==> config.mk <==
export PLATFORM = sky130hd
export DESIGN_NAME = dsp_post_adder
export DESIGN_NICKNAME = d
export VERILOG_FILES = /design/src/rtl/dsp48_pkg.sv /design/src/rtl/dsp_xz_sel.sv /design/src/rtl/dsp_post_adder.sv
export SDC_FILE = /design/constraint.sdc
export NUM_CORES = 1
export LEC_CHECK = 0
export CORE_ASPECT_RATIO = 1.5
export CORE_MARGIN = 2
export CORE_UTILIZATION = 35
export CTS_CLUSTER_DIAMETER = 60
export DETAILED_ROUTE_END_ITERATION = 6
export GPL_TIMING_DRIVEN = 1
export HOLD_SLACK_MARGIN = 0.12
export PLACE_DENSITY = 0.59
export SYNTH_ARGS = -nofsm -noshare
export SYNTH_HDL_FRONTEND = slang
export SYNTH_HIERARCHICAL = 1
export SYNTH_SLANG_ARGS = --single-unit
==> constraint.sdc <==
create_clock -name CLK -period 8.8 [get_ports CLK]
set_input_delay 1.32 -clock CLK [delete_from_list [all_inputs] [get_ports CLK]]
set_output_delay 1.32 -clock CLK [all_outputs]
set_load 0.02 [all_outputs]
met1.png
Bar = 50 µm. Cells faint in the background.
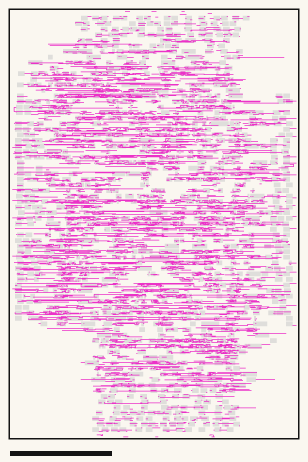
wire length on this layer: 13800 µm
nets with wire on the layer: 1466
share of all routed wire: 39%
longest straight run: 63.9 µm
DRT Wirelength: 34.9 mm
met1 Use GR: 26.4%

met4.png
Bar = 50 µm.
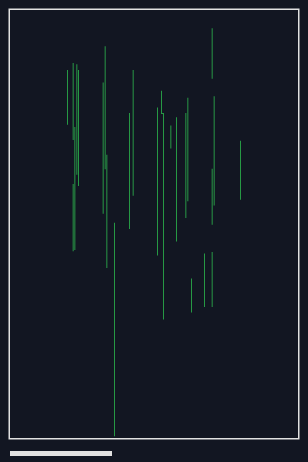
wire length on this layer: 1230 µm
main direction: vertical
share of all routed wire: 3.5%
nets with wire on the layer: 24
longest straight run: 104 µm
DR vias: 10029

met2.png
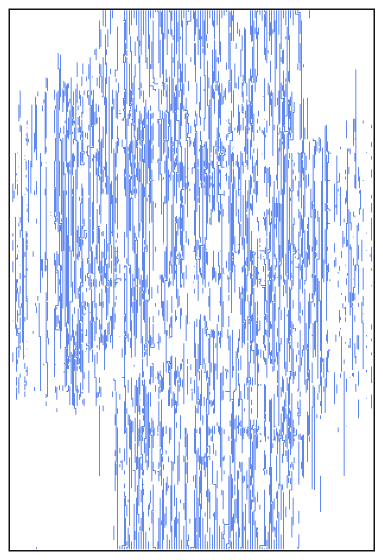
nets with wire on the layer: 1418
longest straight run: 74.1 µm
met2 GRT Util: 43.2%

final_clocks.png
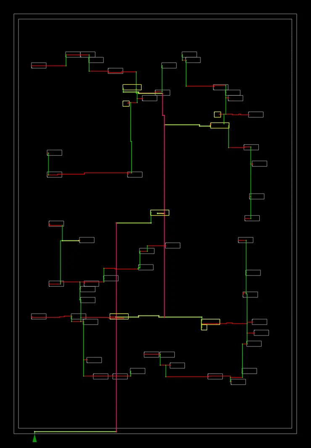
P_clk: 0.223 mW
clk_lat worst skew: 0.33 ns

met3.png
Bar = 50 µm.
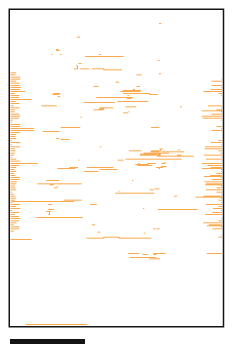
wire length on this layer: 1630 µm
longest straight run: 41.2 µm
met3 Track Usage GR: 2.78%

==> results.yml <==
# implementation run metrics
global_route:
  grt_usage_pct: 23.0
  antenna_found_initial: 0
  grt.busiest_layer: "met2"
  grt_pass1_vias: 9899
  overflow: 0
  grt_max_degree: 67
  grt_pass1_wl_mm: 53.9
worst_setup_path:
  crit_type: "primary input to register"
  worst-path-stages: 27
  max_stage_delay_ns: 0.55
  critPathBufInv: 5
  r2r_slack_ns: 2.27
  cp_max_fo: 12
  cp-end-kind: "register"
  path_common_cell: "buf_4"
  cp-start-kind: "primary input"
  rr_worst_depth: 25
  crit_family: "AND-OR/OR-AND gates"
  arrival_ns: 8.15
  crit_slowest_cell: "a2111oi_4"
  cp.required_ns: 8.99
yosys:
  ys_sh_adder_pct: 6.82
  ys_top_cells_by_count: "111 x nor2_1, 84 x a22o_1, 76 x a21oi_1, 72 x xnor2_1, 58 x mux2_2"
  syn_avg_cell_area_um2: 7.99
  netlist_area_mm2: 0.00984
  ys_sh_aoi_pct: 24.2
  yosys_cells: 1231
  xor_area_share_pct: 11.5
  synth.area.mux_share_pct: 15.5
  top_area_cell: "dfxtp_1"
  top_cell_area_share_pct: 10.2
  async_flop_share_pct: 0
  fp_nets: 1478
  yosysSeqAreaShare_pct: 10.2
  edf_count: 0
  ys_sh_simple_pct: 22.6
  post_synth_inst_count: 1231
  synth.logic.top_family: "AND-OR/OR-AND gates"
  flop_cell: "dfxtp_1"
  most_common_cell: "nor2_1"
  ys_types: 101
  ys_ff: 50
  area_leaders: "dfxtp_1 10%, a22o_1 7.5%, mux2_2 6.6%"
  ys_area_mm2: 0.00984
  ys_warn_count: 6
final_layout:
  final_layout_size_suffix_gt1_share_pct: 11.6
  largest_reg_flops: 48
  inverters: 29
  largest_class: "multi-input combinational cells"
  area_delta_synth_final_pct: 28.5
  seq_area_share_pct: 7.92
  buf_share_pct: 23.8
  nNetsFinal: 1674
  lay_top_count: "clkdlybuf4s50_1"
  num-multi-input-gates: 1031
  nClkBuffers: 5
  clk_share_pct: 1.19
  antenna_cells: 0
  stdcell_count: 1774
  sh_comb_area_pct: 62.8
  signal_buffers: 310
  ff_count: 50
  regArea_mm2: 0.00100
  combGateArea_mm2: 0.00794
  mostFrequentLayoutCells: "280 x clkdlybuf4s50_1, 111 x nor2_1, 84 x a22o_1"
  fill_cells: 2840
run:
  warnings: 31
  cap_violations: 0
detailed_routing:
  drt_iter0_markers: 616
  ant_nets: 0
  routedWlPerCell_um: 19.7
  dr.pass1.iters: 5
  drc: 0
  vias_per_cell: 5.65
power_and_ir_drop:
  vdd_drop_max_uv: 81.1
  p_comb_mw: 1.25
  pg_seq_mw: 0.354
  seq_power_share_pct: 19.3
  switchingPower_mw: 0.858
  swShare_pct: 46.8
  p_comb_share_pct: 68.5
  intPower_mw: 0.973
  pwr_density_cell_mw_per_mm2: 145
  p_leak_nw: 5.07
  maxPowerGroup: "combinational cells"
  clkPwrFrac_pct: 12.2
timing:
  clock_skew_ns: 0.0147
  fin_crit_sh_pct: 90.5
  tightest_slew_ns: 0.952
  finalSetupViolCount: 0
  hold_viol: 0
  setup-tns-final_ns: 0
  finalMaxSlewViolations: 0
  hold_slack_ns: 0.543
  period_minus_slack_ns: 7.96
  rsz0062_at_grt: "false"
  slew_headroom_pct: 36.5
  fmax_ghz: 0.126
clock_network:
  cts_sinks: 50
  cts_resized: 0
  cts.clk_slew.worst_paths_ns: 0.08
  numCtsBuffers: 5
  cts_tree: "done"
  cts_max_level: 2
  clock_path_buffers: 2
  ctsHoldBuffers: 0
  cts-root-buf: "clkbuf_16"
  cts_setup_buffers: 0
hold_path:
  min_path_type: "register to register"
  whs_path_depth: 2
floorplanning:
  tapCellCount: 346
  dieArea_mm2: 0.0295
  die_height_um: 209
  rows: 75
  initCoreUtil_pct: 35.4
  coreArea_mm2: 0.0278
  dieWidth_um: 141
  ios: 292
placed_design:
  io_buffers: 287
  place_hpwl_mm: 27.7
  place.gp.congestion: 0.947
  dp.cells: 1766
run_status:
  status: "complete, no violations"
-- metal layers --
layer / vias up / share of wire, % / wire length (µm)
met5: - / 0 / 0
met4: 0 / 3.5 / 1230
met3: 53 / 4.7 / 1630
met2: 314 / 52 / 18300
met1: 4735 / 39 / 13800
li1: 4927 / - / -
-- per-stage QoR --
stage          power [mW]  setup WS [ns]  instance area (µm²)  util (%)
3_3_place_gp         1.60          0.570                12500      45.0
6_report             1.83          0.835                12600      45.5
2_1_floorplan        1.21           1.76                 9840         -
5_1_grt              1.96          0.426                12600      45.5
4_1_cts              1.84          0.978                12600      45.5
3_5_place_dp         1.61          0.664                12500      45.0
-- kinds of logic after synthesis --
group / count (synthesis)
simple gates: 393
compound gates: 323
buf+inv: 150
mux: 134
xor+xnor: 128
fa+ha+maj: 53
flops: 50
Power figures rest on the tool's default switching activity, not on a simulated workload.
